## config.mk

```make
export PLATFORM = sky130hd
export DESIGN_NAME = pdm_dac_multi
export DESIGN_NICKNAME = d
export VERILOG_FILES = /design/src/rtl/pdm_dac_multi_pkg.sv /design/src/rtl/pdm_mod_ch.sv /design/src/rtl/pdm_dac_multi.sv
export SDC_FILE = /design/constraint.sdc
export NUM_CORES = 1
export LEC_CHECK = 0
export CAP_MARGIN = 10
export CORE_MARGIN = 3
export CORE_UTILIZATION = 55
export CTS_BUF_LIST = sky130_fd_sc_hd__clkbuf_8
export DETAILED_ROUTE_END_ITERATION = 12
export HOLD_SLACK_MARGIN = 0.1
export PLACE_DENSITY = 0.83
export SETUP_SLACK_MARGIN = 0.02
export SYNTH_ARGS = -nofsm -noshare
export SYNTH_HDL_FRONTEND = slang
export SYNTH_SLANG_ARGS = --single-unit
```

## constraint.sdc

```tcl
create_clock -name clk_i -period 14.22 [get_ports clk_i]
set_input_delay 2.133 -clock clk_i [delete_from_list [all_inputs] [get_ports clk_i]]
set_output_delay 2.133 -clock clk_i [all_outputs]
set_load 0.01 [all_outputs]
```

## src/rtl/pdm_dac_multi_pkg.sv

```systemverilog
// Shared constants and arithmetic helpers for the multi-channel PDM output stage.
// Helpers work on a wide signed type; callers keep only the bits they need.
package pdm_pkg;

    localparam int ORDER_1 = 1;
    localparam int ORDER_2 = 2;
    localparam int CALC_W  = 64;

    typedef logic signed [CALC_W-1:0] calc_t;

    // Feedback is +/- half of the sample range, selected by the last output bit.
    function automatic calc_t fb_value(input logic b, input int data_w);
        calc_t mag;
        mag = calc_t'(1) <<< (data_w - 1);
        return b ? mag : -mag;
    endfunction

    // Add two values, then clamp the sum to the signed range of 'width' bits.
    function automatic calc_t sat_add(input calc_t a, input calc_t b, input int width);
        calc_t sum;
        calc_t hi;
        calc_t lo;
        sum = a + b;
        hi  = (calc_t'(1) <<< (width - 1)) - calc_t'(1);
        lo  = -(calc_t'(1) <<< (width - 1));
        if (sum > hi) begin
            return hi;
        end else if (sum < lo) begin
            return lo;
        end
        return sum;
    endfunction

endpackage

```

## src/rtl/pdm_mod_ch.sv

```systemverilog
// One channel of the delta-sigma modulator: saturating integrators and a
// registered output bit, advanced only on tick_i and cleared while en_i is low.
module pdm_mod_ch
    import pdm_pkg::*;
#(
    parameter int DATA_W = 14,
    parameter int ORDER  = 2
) (
    input  logic                     clk_i,
    input  logic                     rst_ni,
    input  logic                     en_i,
    input  logic                     tick_i,
    input  logic signed [DATA_W-1:0] x_i,
    output logic                     pdm_o
);

    localparam int I1_W = DATA_W + 2;
    localparam int I2_W = DATA_W + 4;

    logic signed [I1_W-1:0] i1_q, i1_d;
    logic signed [I2_W-1:0] i2_q, i2_d;
    logic                   pdm_q, pdm_d;
    calc_t                  x_w, i1_w, i2_w, fb, s1, s2;

    always_comb begin
        x_w   = calc_t'(x_i);
        i1_w  = calc_t'(i1_q);
        i2_w  = calc_t'(i2_q);
        fb    = fb_value(pdm_q, DATA_W);
        s1    = sat_add(i1_w, x_w - fb, I1_W);
        s2    = sat_add(i2_w, s1 - fb, I2_W);
        i1_d  = i1_q;
        i2_d  = i2_q;
        pdm_d = pdm_q;
        if (!en_i) begin
            i1_d  = '0;
            i2_d  = '0;
            pdm_d = 1'b0;
        end else if (tick_i) begin
            // The second integrator is kept running in first-order builds; it just never drives the bit.
            i1_d  = s1[I1_W-1:0];
            i2_d  = s2[I2_W-1:0];
            pdm_d = (ORDER == ORDER_2) ? (s2 >= calc_t'(0)) : (s1 >= calc_t'(0));
        end
    end

    always_ff @(posedge clk_i) begin
        if (!rst_ni) begin
            i1_q  <= '0;
            i2_q  <= '0;
            pdm_q <= 1'b0;
        end else begin
            i1_q  <= i1_d;
            i2_q  <= i2_d;
            pdm_q <= pdm_d;
        end
    end

    assign pdm_o = pdm_q;

endmodule

```

## src/rtl/pdm_dac_multi.sv

```systemverilog
// Multi-channel PDM output stage: tick divider, double-buffered sample path
// and one modulator per channel.
module pdm_dac_multi
    import pdm_pkg::*;
#(
    parameter int DATA_W = 14,
    parameter int NUM_CH = 2,
    parameter int ORDER  = 2,
    parameter int DIV_W  = 8
) (
    input  logic                     clk_i,
    input  logic                     rst_ni,
    input  logic                     enable_i,
    input  logic                     mute_i,
    input  logic [DIV_W-1:0]         div_i,
    input  logic [NUM_CH*DATA_W-1:0] sample_i,
    input  logic                     sample_valid_i,
    output logic                     sample_ready_o,
    output logic                     underrun_o,
    output logic [NUM_CH-1:0]        pdm_o
);

    if ((ORDER != ORDER_1 && ORDER != ORDER_2) || DATA_W < 4 || NUM_CH < 1) begin : g_bad_param
        $error("pdm_dac_multi: ORDER must be 1 or 2, DATA_W >= 4, NUM_CH >= 1");
    end

    logic [DIV_W-1:0]         cnt_q, cnt_d;
    logic [NUM_CH*DATA_W-1:0] stg_q, stg_d;
    logic [NUM_CH*DATA_W-1:0] act_q, act_d;
    logic                     stg_full_q, stg_full_d;
    logic                     underrun_q, underrun_d;
    logic                     tick;
    logic                     accept;

    // Handshake: a sample transfers on any edge where sample_valid_i and
    // sample_ready_o are both high; ready depends only on the staging flag.
    always_comb begin
        tick       = enable_i && (cnt_q >= div_i);
        accept     = sample_valid_i && !stg_full_q;
        cnt_d      = '0;
        stg_d      = stg_q;
        act_d      = act_q;
        stg_full_d = stg_full_q;
        underrun_d = tick && !stg_full_q;
        if (enable_i && !tick) begin
            cnt_d = cnt_q + DIV_W'(1);
        end
        // Accept and consume are exclusive: one needs staging empty, the other full.
        if (tick && stg_full_q) begin
            act_d      = stg_q;
            stg_full_d = 1'b0;
        end
        if (accept) begin
            stg_d      = sample_i;
            stg_full_d = 1'b1;
        end
    end

    always_ff @(posedge clk_i) begin
        if (!rst_ni) begin
            cnt_q      <= '0;
            stg_q      <= '0;
            act_q      <= '0;
            stg_full_q <= 1'b0;
            underrun_q <= 1'b0;
        end else begin
            cnt_q      <= cnt_d;
            stg_q      <= stg_d;
            act_q      <= act_d;
            stg_full_q <= stg_full_d;
            underrun_q <= underrun_d;
        end
    end

    for (genvar c = 0; c < NUM_CH; c++) begin : g_ch
        logic signed [DATA_W-1:0] x_c;
        assign x_c = mute_i ? '0 : act_q[c*DATA_W +: DATA_W];

        pdm_mod_ch #(
            .DATA_W(DATA_W),
            .ORDER (ORDER)
        ) u_mod (
            .clk_i (clk_i),
            .rst_ni(rst_ni),
            .en_i  (enable_i),
            .tick_i(tick),
            .x_i   (x_c),
            .pdm_o (pdm_o[c])
        );
    end

    assign sample_ready_o = !stg_full_q;
    assign underrun_o     = underrun_q;

endmodule

```

**Placement view**

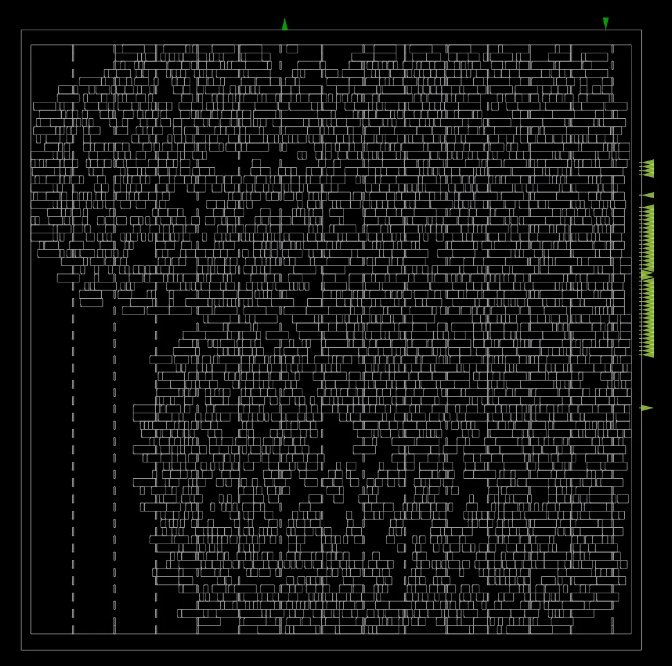
sequential share of cell area: 0.1188
floorplan core area: 39100 µm²

==> flow_summary.ini <==
; synthesis and place-and-route metrics
[status]
run_status = complete, no violations

[critical_path]
slowest_delay_ns = 0.85
cp_data_required_time_ns = 14.61
crit_arrival_ns = 13.41
worst-setup-path-type = in2reg
critical-path-top-cell-by-count = sky130_fd_sc_hd__o21ai_0
crit_path_launch_type = input port
critical_path.endpoint_type = flop
critical_path_peak_fanout = 17
timing.critical_path.slowest_stage_cell = sky130_fd_sc_hd__or4_1

[place]
dp_slack_ns = 0.9601
number_of_input_and_output_port_buffers_inserted = 44
gp_routability_congestion = 1.027
place.detailed.hpwl_mm = 47.20

[power]
power.static_leakage_nw = 10.71
combinationalPowerShare = 0.387
power.total_mw = 1.213
power.net_switching_uw = 444.1
vdd_drop_max_mv = 0.06520
power.share.sequential = 0.321
internal-power_uw = 768.7
swShare = 0.3662
clockPowerShare = 0.292
power-per-cell-area_nw_per_um2 = 52.93

[synth]
synth-edff-count = 0
synth-seq-area-share = 0.1234
yosysWarningCount = 0
ys_ff = 136
synthArstFlopShare = 0
yosys.cell_types.count = 90
synthesis.nets = 3389
synth.avg_cell_area_um2 = 7.364
yosys_cells = 2995
ys_area_um2 = 22060
synthFlopType = sky130_fd_sc_hd__dfxtp_1
syn-cell-area_um2 = 22060
gate_count_of_the_mapped_netlist = 2995

[cts]
clk_latency_ns = 0.45
clock_tree_from_tritoncts = done
cts_hold_repair_buffers = 0
htree_levels = 4
cts_root_buf = sky130_fd_sc_hd__clkbuf_8
cts_inserted_buffers = 17
numClockSinks = 136
cts_setup_buffers = 0
ctsLongestPathBuffers = 2
postCtsResizedCells = 0
clk_transition_reported_paths_ns = 0.08

[drt]
routed_via_density = 6.194
drc = 0
detailedRoute.firstPassIterationCount = 8
vias = 21024
detail_route.wl_per_cell_um = 17.34
antenna_violating_nets_post_route = 0
detail_route.iter0.violations = 1697
totalWireLength_mm = 58.84

[layout]
buffer_area_frac = 0.02709
num_antenna_cells = 0
lay_top_count = sky130_fd_sc_hd__inv_1
finalNetCount = 3257
n_clock_buffer = 17
clkCellAreaFrac = 0.01906
multiInputCombCellCount = 2229
combinational_area_um2 = 16940
final.fill_count = 3582
comb_share = 0.7393
layout.non_clock_buffers = 68
final_layout_top_logic_cells = sky130_fd_sc_hd__inv_1 (409), sky130_fd_sc_hd__nand2_1 (308), sky130_fd_sc_hd__a21oi_1 (261)
largest_cell_class = multi-input combinational cells
area_growth_pct = 3.880
final_design_utilization = 0.5860
final_layout_size_suffix_gt1_frac = 0.04659
ff_latch_area_um2 = 2723
ff_count = 136
nNonClkInverters = 411

[floorplanning]
die.size.y_um = 206.3
fp-utilization = 0.5641
placement_rows = 72
io_pins = 45
die_area_um2 = 42540
num_tap_cells = 518
chipWidth_um = 206.3

[sta]
timing.clock.skew_ns = 0.01057
setup_viol_count_final = 0
final.min_clock_period_ns = 13.02
fmax_mhz = 76.81
tightestPinTransition_ns = 1.283
timing.final.ws_setup_ns = 1.201
maxSlewHeadroom = 0.1370
setup_repair_after_global_routing_missed_its_margin = no
final.period_utilization = 0.9155
final_hold_viol_count = 0
setup-tns-final_ns = 0
final-max-slew-violation-count = 0

[grt]
grt_start_max_net_pins = 61
antenna_found_initial = 0
global_route.usage.total = 0.2749
first_global_vias = 20170
grt_pass1_wl_mm = 98.33
overflow = 0

[job]
cap_violations = 0
openroad.warnings = 26

[worst_hold_path]
min-delay-path-class = reg2reg
**PDN straps and rails**

Bar = 50 µm. Pins as bars on the die edge. Tap cells in gray.
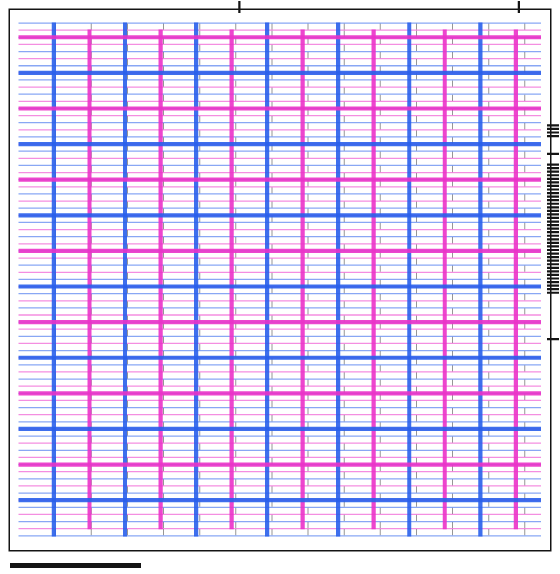
color	net
blue	VSS
magenta	VDD
met4 straps	14
met1 rails	73

## registers in the layout, summed over array words and instances, names as in the netlist
register	cells
stg_q	28
cnt_q	8
g_ch.u_mod.pdm_o	2
g_ch.u_mod.i1_q	32
g_ch.u_mod.i2_q	36
act_q	28
underrun_o	1
stg_full_q	1
## Yosys cell counts (all sizes together) (8+ instances only)
library cell	number	area (µm²)
or2	15	93.84
or4	12	97.59
a21o	68	510.5
o21ai	133	676.9
a21oi	269	1376
and3	21	131.4
xnor2	80	700.7
fa	132	2643
and4	15	131.4
nand3	49	245.2
o2111ai	9	78.83
and2	18	112.6
xor2	51	446.7
a211oi	40	345.3
mux2i	10	100.1
inv	411	1543
nor2b	21	138.9
a221oi	22	192.7
nand4	67	419.2
o21bai	33	247.7
clkbuf	203	763.2
o221a	17	191.4
nor2	154	578.1
a221o	19	190.2
o21a	27	202.7
or3	13	81.33
buf	16	100.1
ha	221	2765
nor4b	13	113.9
a31oi	22	137.6
a311oi	8	70.07
nor4	35	219.0
a21boi	67	503.0
nand2	308	1156
nand2b	50	312.8
nor3b	8	60.06
o31ai	12	95.09
nand4b	9	78.83
o211ai	25	187.7
dfxtp	136	2723
nor3	50	255.3
## through the flow
step,area (µm²),hold WS (ns),cells
global placement,22480,0.4527,3362
floorplan,22060,0.4389,2995
detailed placement,22480,0.4619,3362
finish,22910,0.4743,3394
global route,22910,0.4963,3394
CTS,22910,0.4739,3394
## kinds of logic (layout without fill, tap and decap cells)
group           after synthesis  count (layout)  synth area share
compound gates              851             851            0.2624
xor+xnor                    131             131           0.05202
fa+ha+maj                   353             353            0.2452
buf+inv                     630             511            0.1091
flops                       136             136            0.1234
mux                          12              12          0.005559
simple gates                882             882            0.2023
## layer usage
metal  track usage  up-vias  wire length, µm
met5             0        -                0
met3       0.02630       91             4081
met4       0.06739        0             1171
met2        0.4542      774            26470
met1        0.3881     9992            27110
li1              -    10167                -
## power groups by stage
stage	Sequential (mW)	Combinational, mW	Clock (mW)
6_report	0.390	0.470	0.354
5_1_grt	0.390	0.517	0.374
4_1_cts	0.389	0.460	0.358
3_5_place_dp	0.398	0.458	0
3_3_place_gp	0.398	0.445	0
2_1_floorplan	0.397	0.361	0
## worst paths after layout
kind	startpoint	to	slack, ns	cells past startpoint
min	stg_q[3]	act_q[3]	0.47	2
max	mute_i	g_ch[0].u_mod.i2_q[0]	1.20	40
min reg2reg	stg_q[3]	act_q[3]	0.47	2
max reg2reg	g_ch[1].u_mod.pdm_o	g_ch[1].u_mod.i2_q[2]	3.00	30
## critical path: cells and delay by family
| kind | cells | cell delay (ns) |
|---|---|---|
| AND-OR/OR-AND | 19 | 5.36 |
| AND/OR/NAND/NOR | 12 | 3.45 |
| buffers and inverters | 3 | 0.71 |
| XOR/XNOR | 1 | 0.16 |
| adder cells (fa/ha/maj) | 5 | 1.57 |
No activity file was given, so power comes from the tool's default toggle rates.
